===== src/rtl/ahb_bus_matrix_decoder_param_if.sv =====
// Bus-side bundle for ahb_bus_matrix_decoder_param (address phase in, data-phase mux out).
// Optional macro AHB_DEC_ERR_LOG_EN adds err_clr / err_valid / err_addr.
interface ahb_bus_matrix_decoder_param_if #(
  parameter int NUM_PORTS = 3,
  parameter int ADDR_LSB  = 10,
  parameter int DATA_W    = 32,
  parameter int RUSER_W   = 32
);
  logic                                  HREADYS;
  logic                                  sel_dec;
  logic [31-ADDR_LSB:0]                  decode_addr_dec;
  logic [1:0]                            trans_dec;
  logic [NUM_PORTS-1:0]                  active_dec_i;
  logic [NUM_PORTS-1:0]                  readyout_dec;
  logic [NUM_PORTS-1:0][1:0]             resp_dec;
  logic [NUM_PORTS-1:0][DATA_W-1:0]      rdata_dec;
  logic [NUM_PORTS-1:0][RUSER_W-1:0]     ruser_dec;
  logic [NUM_PORTS-1:0]                  sel_port;
  logic                                  active_dec;
  logic                                  HREADYOUTS;
  logic [1:0]                            HRESPS;
  logic [DATA_W-1:0]                     HRDATAS;
  logic [RUSER_W-1:0]                    HRUSERS;
`ifdef AHB_DEC_ERR_LOG_EN
  logic                                  err_clr;
  logic                                  err_valid;
  logic [31-ADDR_LSB:0]                  err_addr;

  modport slave (
    input  HREADYS, sel_dec, decode_addr_dec, trans_dec, active_dec_i,
           readyout_dec, resp_dec, rdata_dec, ruser_dec, err_clr,
    output sel_port, active_dec, HREADYOUTS, HRESPS, HRDATAS, HRUSERS,
           err_valid, err_addr
  );
  modport master (
    output HREADYS, sel_dec, decode_addr_dec, trans_dec, active_dec_i,
           readyout_dec, resp_dec, rdata_dec, ruser_dec, err_clr,
    input  sel_port, active_dec, HREADYOUTS, HRESPS, HRDATAS, HRUSERS,
           err_valid, err_addr
  );
`else
  modport slave (
    input  HREADYS, sel_dec, decode_addr_dec, trans_dec, active_dec_i,
           readyout_dec, resp_dec, rdata_dec, ruser_dec,
    output sel_port, active_dec, HREADYOUTS, HRESPS, HRDATAS, HRUSERS
  );
  modport master (
    output HREADYS, sel_dec, decode_addr_dec, trans_dec, active_dec_i,
           readyout_dec, resp_dec, rdata_dec, ruser_dec,
    input  sel_port, active_dec, HREADYOUTS, HRESPS, HRDATAS, HRUSERS
  );
`endif
endinterface


===== src/rtl/ahb_bus_matrix_decoder_param.sv =====
// AHB matrix input-stage decoder: address windows -> one-hot port select, default ERROR slave,
// registered data-phase port and response mux. Optional error log: AHB_DEC_ERR_LOG_EN.
module ahb_bus_matrix_decoder_param #(
  parameter int NUM_PORTS = 3,
  parameter int ADDR_LSB  = 10,
  parameter logic [NUM_PORTS-1:0][31-ADDR_LSB:0] BASE_ADDR  = {22'h100080, 22'h100040, 22'h100000},
  parameter logic [NUM_PORTS-1:0][31-ADDR_LSB:0] LIMIT_ADDR = {22'h1000bf, 22'h10007f, 22'h10003f},
  parameter int DATA_W    = 32,
  parameter int RUSER_W   = 32
) (
  input  logic                           HCLK,
  input  logic                           HRESET,
  ahb_bus_matrix_decoder_param_if.slave  bus
);
  localparam int DFT = NUM_PORTS;
  localparam logic [1:0] ST_IDLE    = 2'b00;
  localparam logic [1:0] ST_ERR1    = 2'b01;
  localparam logic [1:0] ST_ERR2    = 2'b10;
  localparam logic [1:0] RESP_OKAY  = 2'b00;
  localparam logic [1:0] RESP_ERROR = 2'b01;
  localparam logic [NUM_PORTS:0] ONE = {{NUM_PORTS{1'b0}}, 1'b1};

  // one-hot over mapped ports plus the default slave in the top bit; all-zero dport means NONE
  logic [NUM_PORTS:0] w_dec, w_aport, r_dport;
  logic               w_hold, w_dft_req;
  logic [1:0]         r_state, w_state_nxt;
  logic               w_dft_ready;
  logic [1:0]         w_dft_resp;

  // Downward scan so the lowest matching window overwrites the others.
  always_comb begin
    w_dec      = '0;
    w_dec[DFT] = 1'b1;
    for (int i = NUM_PORTS-1; i >= 0; i--) begin
      if ((bus.decode_addr_dec >= BASE_ADDR[i]) && (bus.decode_addr_dec <= LIMIT_ADDR[i])) begin
        w_dec    = '0;
        w_dec[i] = 1'b1;
      end
    end
  end

  assign w_hold         = (bus.trans_dec == 2'b00) && (|r_dport[NUM_PORTS-1:0]);
  assign w_aport        = w_hold ? r_dport : w_dec;
  assign bus.sel_port   = bus.sel_dec ? w_aport[NUM_PORTS-1:0] : '0;
  assign bus.active_dec = w_aport[DFT] | (|(w_aport[NUM_PORTS-1:0] & bus.active_dec_i));
  assign w_dft_req      = bus.sel_dec & w_aport[DFT] & bus.HREADYS & bus.trans_dec[1];

  always_ff @(posedge HCLK) begin
    if (HRESET)           r_dport <= '0;
    else if (bus.HREADYS) r_dport <= w_aport;
  end

  // Default slave: two-cycle ERROR response for every NONSEQ/SEQ it receives.
  always_comb begin
    w_state_nxt = ST_IDLE;
    case (r_state)
      ST_IDLE: w_state_nxt = w_dft_req ? ST_ERR1 : ST_IDLE;
      ST_ERR1: w_state_nxt = ST_ERR2;
      ST_ERR2: w_state_nxt = w_dft_req ? ST_ERR1 : ST_IDLE;
      default: w_state_nxt = ST_IDLE;
    endcase
  end

  always_ff @(posedge HCLK) begin
    if (HRESET) r_state <= ST_IDLE;
    else        r_state <= w_state_nxt;
  end

  assign w_dft_ready = (r_state != ST_ERR1);
  assign w_dft_resp  = (r_state == ST_IDLE) ? RESP_OKAY : RESP_ERROR;

  // Anything that is not exactly one-hot falls through to the NONE values.
  always_comb begin
    bus.HREADYOUTS = 1'b1;
    bus.HRESPS     = RESP_OKAY;
    bus.HRDATAS    = '0;
    bus.HRUSERS    = '0;
    if (r_dport == (ONE << DFT)) begin
      bus.HREADYOUTS = w_dft_ready;
      bus.HRESPS     = w_dft_resp;
    end
    for (int i = 0; i < NUM_PORTS; i++) begin
      if (r_dport == (ONE << i)) begin
        bus.HREADYOUTS = bus.readyout_dec[i];
        bus.HRESPS     = bus.resp_dec[i];
        bus.HRDATAS    = bus.rdata_dec[i];
        bus.HRUSERS    = bus.ruser_dec[i];
      end
    end
  end

`ifdef AHB_DEC_ERR_LOG_EN
  logic                 r_err_valid;
  logic [31-ADDR_LSB:0] r_err_addr;

  // Only an IDLE->ERR1 entry can capture; clear beats a same-cycle capture.
  always_ff @(posedge HCLK) begin
    if (HRESET || bus.err_clr) begin
      r_err_valid <= 1'b0;
      r_err_addr  <= '0;
    end else if (!r_err_valid && (r_state == ST_IDLE) && w_dft_req) begin
      r_err_valid <= 1'b1;
      r_err_addr  <= bus.decode_addr_dec;
    end
  end

  assign bus.err_valid = r_err_valid;
  assign bus.err_addr  = r_err_addr;
`endif
endmodule


===== src/flat_wrapper.sv =====
// flat-port wrapper written by rule: the top's interface ports become plain ports
module ahb_bus_matrix_decoder_param_flat 
#(
  parameter int NUM_PORTS = 3,
  parameter int ADDR_LSB  = 10,
  parameter logic [NUM_PORTS-1:0][31-ADDR_LSB:0] BASE_ADDR  = {22'h100080, 22'h100040, 22'h100000},
  parameter logic [NUM_PORTS-1:0][31-ADDR_LSB:0] LIMIT_ADDR = {22'h1000bf, 22'h10007f, 22'h10003f},
  parameter int DATA_W    = 32,
  parameter int RUSER_W   = 32
)
  (HCLK, HRESET, bus_HREADYS, bus_sel_dec, bus_decode_addr_dec, bus_trans_dec, bus_active_dec_i, bus_readyout_dec, bus_resp_dec, bus_rdata_dec, bus_ruser_dec, bus_sel_port, bus_active_dec, bus_HREADYOUTS, bus_HRESPS, bus_HRDATAS, bus_HRUSERS);
  ahb_bus_matrix_decoder_param_if #(.NUM_PORTS(NUM_PORTS), .ADDR_LSB(ADDR_LSB), .DATA_W(DATA_W), .RUSER_W(RUSER_W)) bus_i ();
  input  logic HCLK;
  input  logic HRESET;
  input wire logic [$bits(bus_i.HREADYS)-1:0] bus_HREADYS;
  input wire logic [$bits(bus_i.sel_dec)-1:0] bus_sel_dec;
  input wire logic [$bits(bus_i.decode_addr_dec)-1:0] bus_decode_addr_dec;
  input wire logic [$bits(bus_i.trans_dec)-1:0] bus_trans_dec;
  input wire logic [$bits(bus_i.active_dec_i)-1:0] bus_active_dec_i;
  input wire logic [$bits(bus_i.readyout_dec)-1:0] bus_readyout_dec;
  input wire logic [$bits(bus_i.resp_dec)-1:0] bus_resp_dec;
  input wire logic [$bits(bus_i.rdata_dec)-1:0] bus_rdata_dec;
  input wire logic [$bits(bus_i.ruser_dec)-1:0] bus_ruser_dec;
  output wire logic [$bits(bus_i.sel_port)-1:0] bus_sel_port;
  output wire logic [$bits(bus_i.active_dec)-1:0] bus_active_dec;
  output wire logic [$bits(bus_i.HREADYOUTS)-1:0] bus_HREADYOUTS;
  output wire logic [$bits(bus_i.HRESPS)-1:0] bus_HRESPS;
  output wire logic [$bits(bus_i.HRDATAS)-1:0] bus_HRDATAS;
  output wire logic [$bits(bus_i.HRUSERS)-1:0] bus_HRUSERS;
  assign bus_i.HREADYS = bus_HREADYS;
  assign bus_i.sel_dec = bus_sel_dec;
  assign bus_i.decode_addr_dec = bus_decode_addr_dec;
  assign bus_i.trans_dec = bus_trans_dec;
  assign bus_i.active_dec_i = bus_active_dec_i;
  assign bus_i.readyout_dec = bus_readyout_dec;
  assign bus_i.resp_dec = bus_resp_dec;
  assign bus_i.rdata_dec = bus_rdata_dec;
  assign bus_i.ruser_dec = bus_ruser_dec;
  assign bus_sel_port = bus_i.sel_port;
  assign bus_active_dec = bus_i.active_dec;
  assign bus_HREADYOUTS = bus_i.HREADYOUTS;
  assign bus_HRESPS = bus_i.HRESPS;
  assign bus_HRDATAS = bus_i.HRDATAS;
  assign bus_HRUSERS = bus_i.HRUSERS;
  ahb_bus_matrix_decoder_param #(.NUM_PORTS(NUM_PORTS), .ADDR_LSB(ADDR_LSB), .BASE_ADDR(BASE_ADDR), .LIMIT_ADDR(LIMIT_ADDR), .DATA_W(DATA_W), .RUSER_W(RUSER_W)) u_core (.HCLK(HCLK), .HRESET(HRESET), .bus(bus_i));
endmodule

===== config.mk =====
export PLATFORM = sky130hd
export DESIGN_NAME = ahb_bus_matrix_decoder_param_flat
export DESIGN_NICKNAME = d
export VERILOG_FILES = /design/src/rtl/ahb_bus_matrix_decoder_param_if.sv /design/src/rtl/ahb_bus_matrix_decoder_param.sv /design/src/flat_wrapper.sv
export SDC_FILE = /design/constraint.sdc
export NUM_CORES = 1
export LEC_CHECK = 0
export CAP_MARGIN = 20
export CORE_AREA = 2 2 117 119
export CTS_BUF_LIST = sky130_fd_sc_hd__clkbuf_8
export CTS_CLUSTER_SIZE = 12
export DETAILED_ROUTE_END_ITERATION = 6
export DIE_AREA = 0 0 119 121
export MAX_ROUTING_LAYER = met4
export PLACE_DENSITY_LB_ADDON = 0.1
export SLEW_MARGIN = 20
export SYNTH_ARGS = -nofsm -noshare
export SYNTH_HDL_FRONTEND = slang
export SYNTH_SLANG_ARGS = --single-unit

===== constraint.sdc =====
create_clock -name HCLK -period 2.4 [get_ports HCLK]
set_clock_uncertainty 0.15 [all_clocks]
set_input_delay 0.36 -clock HCLK [delete_from_list [all_inputs] [get_ports HCLK]]
set_output_delay 0.36 -clock HCLK [all_outputs]
set_load 0.02 [all_outputs]

Figure 1. Routing congestion (run 1).
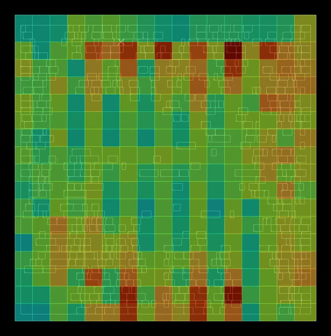
Total Routing Usage GR: 15.6%
global route hottest layer: met2
met2 layer usage reported by global route: 29.2%

Figure 2. Where the registers sit (run 1).
Scale bar: 20 um. Other cells in gray.
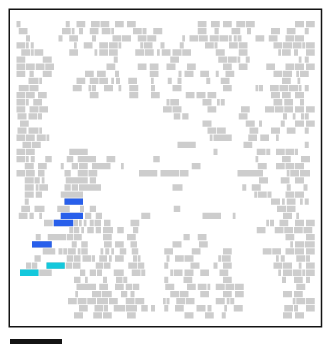
legend:
  u_core.r_state:
    color: cyan
    placed_flops: 2
  u_core.r_dport:
    color: blue
    placed_flops: 4
share of the core filled with cells in the final layout: 37.1%
fraction of area in registers: 2.60%
register area: 126 um2

==> notes.md, run 1 <==
The flow ran to the end, but the final reports show violations. The final reports fail on design-rule violations. The endpoint kind of the worst setup timing path is an output pin. The number of max-cap violations was 0. Setup repair after global routing could not meet its margin everywhere.

For reference, the final report shows the hold violation count at 0. The initial antenna violation count was 1; the power density over the cells was 139 nW/um2. In the synthesized netlist, the cells that appear most often are 67 x inv_1, 66 x a222oi_1, 11 x buf_2, 8 x nand2_1. Nets still carrying antenna violations after routing amount to 0. The analysis reports a worst IR drop on VDD of 0.271 mV. The maximum level of the CTS H-tree was 1; the clock period minus final worst setup slack was 2.34 ns. The path class of the tightest hold or removal check is reg -> reg. The tree is rooted in a clkbuf_8. The DRC violation total left in the routed layout is recorded as 2. The maximum operating frequency was 427 MHz. With the initial cell density of the core at 12.1%, the flop and latch count out of synthesis is 6. The cell depth of the worst min-delay path was 2; the number of OpenROAD warnings was 34.

The worst path arrival time is 1.83 ns. Per the synthesis report, the dominant area consumer among library cells is a222oi_1. The tools report the critical path launch point type as a primary input. The placed instances occupy a cell area of 4990 um2. The number of buffer cells added on primary ports came out at 296. Synthesis produced a netlist with a net count of 451. With the total number of placement rows at 42, the part of the power in combinational logic is 63.0%. The clock transition time at the flip-flop clock pins of the worst setup and hold paths works out to 0.04 ns. The I/O pin total is 303.

The run gives 0 ns for the final setup TNS. In this run, distinct cell masters in the synthesized netlist total 32. The chip occupies 14,400 um2. The vertical die dimension was 121 um; the post-detailed-route via-to-cell ratio was 4.49.

Per STA, the highest per-stage delay on the worst path measures 0.42 ns. The floorplan step set the die width to 119 um. The primary flip-flop cell chosen by synthesis mapping was dfxtp_1.

The critical setup path kind is in -> out. Clock tree synthesis inserted a total of 3 buffers. The proportion of synthesized flip-flops having asynchronous set or reset came out at 0%. The biggest fanout along the worst timing path works out to 7. The final max-slew violation count recorded for this run is 0. For this design, Yosys synthesis ends with a cell count of 219.

According to the timing report, the data required time at the worst endpoint equals 1.89 ns. TritonCTS built the clock tree. The first global-routing pass estimated 17,600 um of wire. The run gives 674 uW for the total power. The share of total power dissipated in the clock network is 21.8%.

The critical path's slowest stage uses the library cell clkdlybuf4s50_1. Internal power comes to 551 uW. The run gives 9810 um as the total half-perimeter wirelength after legalization and detailed placement.

Per the post-synthesis report, the number of cells in the design is 219. With the leakage power total at 2.44 nW, the post-route worst hold slack is 0.397 ns. The mapped netlist covers 1580 um2. The share of synthesized area in the top cell type comes to 41.8%. The run gives 123 uW for the net switching component of the power.

The worst path uses 97.5% of the clock period. The mean instance size in the synthesized netlist works out to 7.22 um2. For the total of warnings raised by yosys, the log shows 0. According to the Yosys statistics, the synthesized design has a chip area of 1580 um2.

The run gives 74.2% as the relative slew slack. The number of enable flip-flop cells works out to 0.
Figure 3. Routed metal, one color a layer (run 1).
Two of the layers only.
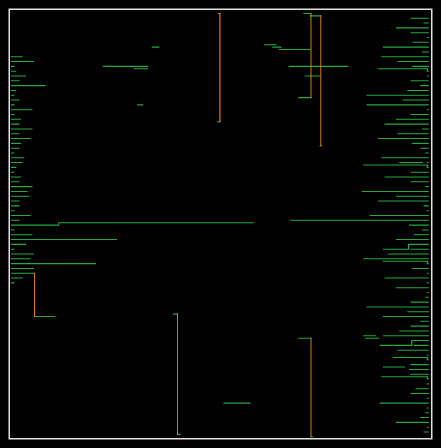
legend:
  M3:
    color: green
    wire_length: 987 um
  M4:
    color: orange
    wire_length: 165 um
total detailed-routing wirelength: 12,200 um
total number of vias: 3,208
routed wirelength normalized by instance count: 17.0 um

Figure 4. Drive-strength map (run 1).
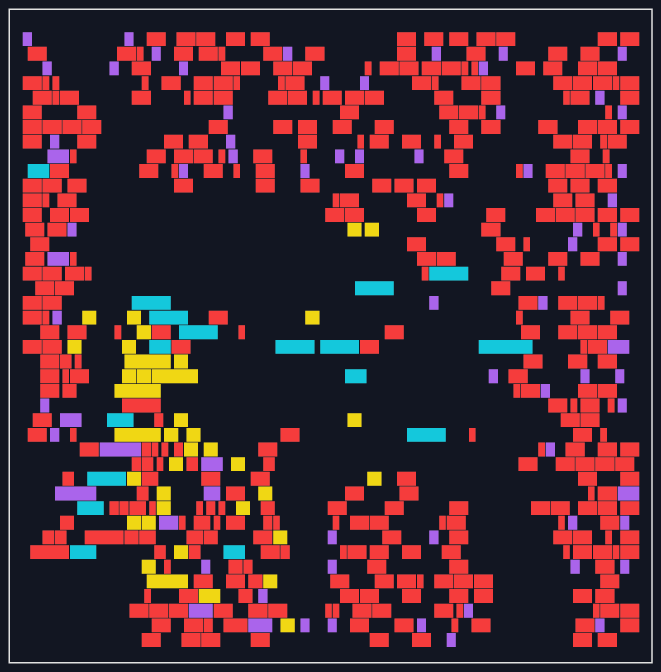
legend:
  x6 and larger:
    color: cyan
    cells: 17
  x2:
    color: purple
    cells: 73
  x1 and smaller:
    color: red
    cells: 409
  x3 and x4:
    color: yellow
    cells: 38
Worst Setup Slack, final: 0.0590 ns
layout buffer count excluding clock buffers: 337
Non-Filler Cell Area, Final: 4860 um2
Area Growth Syn to Fin: 207%

==> run 1: flip-flops by register name, indices dropped and copies added, names as in the netlist <==
signal / count
u_core.r_dport: 4
u_core.r_state: 2
==> run 1: cell usage in the layout, fill, tap and decap left out, types with 2 or more instances in the layout <==
cell	n
buf_2	33
nor4_2	2
nor2_1	4
buf_12	9
a222oi_1	66
buf_4	32
nand4b_1	2
dfxtp_1	3
nor3b_1	2
clkdlybuf4s15_2	4
nand4_1	2
clkdlybuf4s50_1	224
buf_6	4
nand3_1	2
dfxtp_2	2
nor3_1	3
nor2b_1	4
a21boi_1	2
nand3b_1	2
clkbuf_2	28
mux2_2	2
nor4b_4	3
clkbuf_8	3
inv_1	67
nand2_1	8
a21oi_1	6
==> run 1: power groups by stage <==
| stage | Combinational (mW) | Sequential (mW) | Clock (mW) |
|---|---|---|---|
| 5_1_grt | 0.450 | 0.103 | 0.162 |
| 6_report | 0.424 | 0.103 | 0.147 |
| 4_1_cts | 0.423 | 0.104 | 0.152 |
| 2_1_floorplan | 0.0182 | 0.107 | 0 |
| 3_3_place_gp | 0.414 | 0.105 | 0 |
| 3_5_place_dp | 0.420 | 0.105 | 0 |
==> run 1: critical path: cells and delay by family <==
| family | cells | cell delay [ns] |
|---|---|---|
| and+or+nand+nor | 3 | 0.70 |
| buffers and inverters | 2 | 0.59 |
| AOI/OAI and AO/OA | 1 | 0.18 |
==> run 1: per-layer routing <==
metal | vias up | share of wire [%] | GRT usage, %
met5 | - | 0 | -
met3 | 12 | 8.1 | 3.20
met2 | 173 | 53 | 29.2
met1 | 1483 | 37 | 17.2
met4 | 0 | 1.4 | 3.13
li1 | 1540 | - | -
==> run 1: layout make-up <==
cell class | instances | area (um2)
Tap cell | 176 | 220
Fill cell | 1359 | 8230
Timing Repair Buffer | 337 | 3110
Inverter | 67 | 251
Clock buffer | 3 | 41.3
Antenna cell | 1 | 2.50
Multi-Input combinational cell | 124 | 1110
Sequential cell | 6 | 126
==> run 1: kinds of logic (layout without fill, tap and decap cells) <==
group / count (synthesis) / count (layout) / share of synthesized area (%)
buf+inv: 89 / 407 / 24.6
compound gates: 82 / 82 / 48.7
simple gates: 40 / 40 / 17.7
flops: 6 / 6 / 7.60
mux: 2 / 2 / 1.42
other cells: 0 / 1 / 0
==> run 1: timing repair <==
item                                    CTS  global route
pin swaps                                18            13
endpoints found under the setup margin   69            67
buffers inserted                          2             2
resized                                 173            90
gates cloned                              1             0
hold buffers                              0             0
==> run 1: per-stage QoR <==
step,std cells,util (%),worst slack (ns)
floorplan,219,-,0.382
global placement,705,38.2,-0.388
detailed placement,705,38.2,-0.466
CTS,711,38.7,-0.00271
global route,714,37.1,-0.0295
finish,714,37.1,0.0590
==> run 1: final timing paths <==
path	endpoint	slack [ns]	start
setup / recovery	bus_sel_port[1]	0.06	bus_decode_addr_dec[8]
hold / removal	u_core.r_state[1]	0.40	u_core.r_state[1]
setup reg to reg	u_core.r_dport[0]	0.63	u_core.r_dport[2]
hold reg to reg	u_core.r_state[1]	0.40	u_core.r_state[1]
==> run 2: changes to the inputs <==
--- a/config.mk
+++ b/config.mk
@@ -6,11 +6,14 @@
 export NUM_CORES = 1
 export LEC_CHECK = 0
 export CAP_MARGIN = 20
-export CORE_AREA = 2 2 117 119
+export CELL_PAD_IN_SITES_DETAIL_PLACEMENT = 1
+export CELL_PAD_IN_SITES_GLOBAL_PLACEMENT = 2
+export CORE_ASPECT_RATIO = 0.5
+export CORE_MARGIN = 1.5
+export CORE_UTILIZATION = 10
 export CTS_BUF_LIST = sky130_fd_sc_hd__clkbuf_8
 export CTS_CLUSTER_SIZE = 12
 export DETAILED_ROUTE_END_ITERATION = 6
-export DIE_AREA = 0 0 119 121
 export MAX_ROUTING_LAYER = met4
 export PLACE_DENSITY_LB_ADDON = 0.1
 export SLEW_MARGIN = 20
Figure 5. Routed metal, one color a layer (run 2).
Two of the layers only.
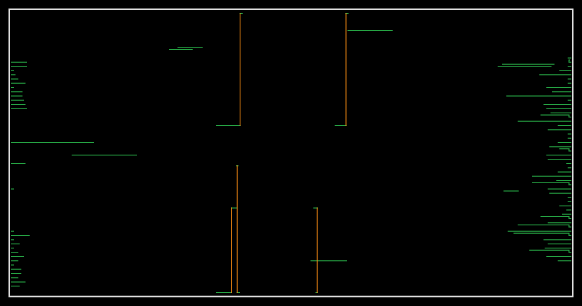
legend:
  M3:
    color: green
    wire_length: 555 um
  M4:
    color: orange
    wire_length: 167 um

==> notes.md, run 2 <==
For this design the top-level I/O count stands at 303. The largest family of logic cells by area is AND-OR/OR-AND gates. The post-route worst hold slack is 0.392 ns.

For this design the ratio of total power to cell area is 129 nW/um2. STA classifies the critical path endpoint as an output pin. Summed over all failing endpoints, the final setup total negative slack is 0 ns.

Startpoint of the worst register-to-register path: u_core.r_dport[2]. Per the post-synthesis report, the number of cells in the design is 219. The number of filler instances in the final layout came out at 1,813. The worst min-delay path class is reg -> reg.

The initial antenna violation count is 0. Hold-check failures listed in the final report amount to 0. The clock transition time at the flip-flop clock pins of the worst setup and hold paths is 0.04 ns, and the worst setup slack for register-to-register paths is 0.73 ns.

Critical setup path kind: in -> out. Counting the warning lines in the Yosys log gives 0. The run gives 17,700 um for the wire length of the first global-routing pass. The checks that failed: design-rule violations.

The most common logic cells in the final layout are 222 x clkdlybuf4s50_1, 67 x inv_1, 66 x a222oi_1, 35 x dlygate4sd2_1, 27 x clkdlybuf4s15_1. The synthesis report gives the async set-or-reset register share as 0%. The simple logic cell fraction of the synthesized area was 17.7%; the vertical die dimension was 91.9 um.

Setup repair after global routing left no endpoint under its margin. The required time at the worst endpoint is listed as 1.89 ns. The run gives 3,161 as the detailed-route via count. By count the netlist is led by 67 x inv_1, 66 x a222oi_1, 11 x buf_2, 8 x nand2_1. The number of OpenROAD warnings was 32; the post-detailed-route via-to-cell ratio was 4.28. The largest total area in the synthesized netlist belongs to a222oi_1. The relative slew slack was 76.4%. The run gives 16.5 um for the routed length per placed instance. The combined area of all synthesized cells is 1580 um2, and the initial cell density of the core is 10.3%. The flow ran to the end, but the final reports show violations. The synthesized netlist contains 32 unique library cells.

TritonCTS built the clock tree. The endpoint identified for the worst register-to-register timing path is u_core.r_dport[0]. The run reported a max-capacitance violation count of 0. The worst setup path is launched from a primary input.

The root buffer cell is clkbuf_8. The flop and latch count out of synthesis works out to 6. The tools report the detailed-route DRC error count as 9. Max-slew check failures listed in the final report amount to 0.
Figure 6. Drive-strength map (run 2).
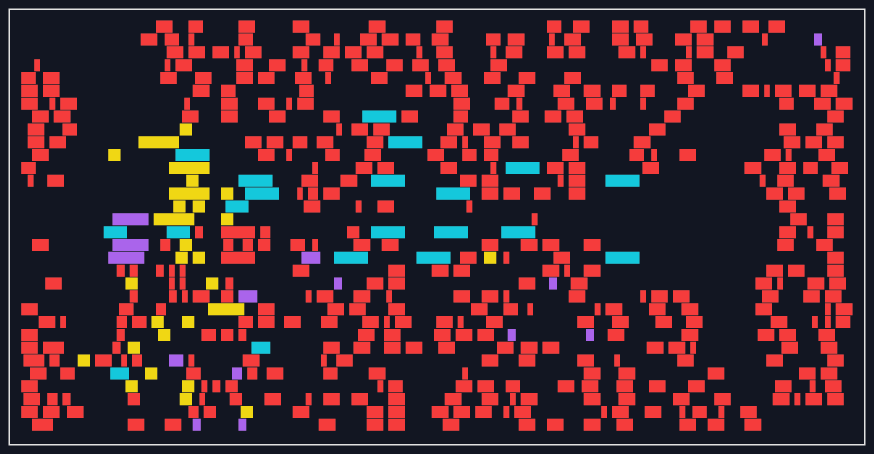
legend:
  x2:
    color: purple
    cells: 14
  x3 and x4:
    color: yellow
    cells: 28
  x6 and larger:
    color: cyan
    cells: 20
  x1 and smaller:
    color: red
    cells: 472

-- run 2: cell counts after synthesis --
No cell type changed its count.
-- run 2: layout make-up --
cell class / count / area, um2 / area share, %
Timing Repair Buffer: 334 / 3370 / 65.6
Multi-Input combinational cell: 124 / 1090 / 21.2
Tap cell: 204 / 255 / 4.97
Inverter: 67 / 251 / 4.90
Sequential cell: 6 / 128 / 2.49
Clock buffer: 3 / 41.3 / 0.804
-- run 2: through the flow --
stage | worst slack (ns) | instances | total power, mW | instance area [um2]
floorplan | 0.382 | 219 | 0.126 | 1580
global placement | -0.397 | 733 | 0.514 | 5120
detailed placement | -0.403 | 733 | 0.519 | 5120
CTS | 0.0309 | 736 | 0.673 | 5060
global route | 0.00190 | 738 | 0.704 | 5130
finish | 0.0887 | 738 | 0.664 | 5130
-- run 2: timing repair --
item,4_1_cts,5_1_grt
hold buffers,0,0
pin swaps,0,9
gates resized,87,48
endpoints found under the hold margin,0,0
setup endpoints to repair,71,51
cloned,0,0
setup buffers,0,2
-- run 2: kinds of logic after synthesis --
logic type	after synthesis
buf+inv	89
compound gates	82
mux	2
simple gates	40
flops	6
-- run 2: metal layers --
metal	routed length (um)	global-route usage [%]	part of all wire, %	vias up
met5	0	-	0	-
met4	167	2.10	1.4	0
met3	554	1.79	4.6	10
met2	6840	27.4	56	107
met1	4600	15.0	38	1516
li1	-	-	-	1528
-- run 2: critical path, cell delays in order --
cell,delay (ns)
clkdlybuf4s50_1,0.40
nor4_1,0.26
and4_1,0.24
buf_6,0.14
a31oi_4,0.08
nand3b_1,0.18
buf_6,0.14
-- run 2: worst max-delay path by stage --
stage,startpoint,to,slack (ns),cells after the start
after floorplan,bus_decode_addr_dec[9],bus_sel_port[1],0.38,5
after global placement,bus_decode_addr_dec[14],bus_sel_port[0],-0.40,7
after detailed placement,bus_decode_addr_dec[14],bus_sel_port[1],-0.40,7
after CTS,u_core.r_dport[2],bus_HRESPS[0],0.03,4
after global routing,u_core.r_dport[3],bus_HRDATAS[16],0.002,6
final,bus_decode_addr_dec[16],bus_active_dec,0.09,7
-- run 2: power breakdown --
part | switching (mW) | total [mW] | internal [mW]
Combinational | 0.0764 | 0.413 | 0.336
Sequential | 0.00343 | 0.105 | 0.101
Clock | 0.0392 | 0.147 | 0.107
No activity file was given, so power comes from the tool's default toggle rates.
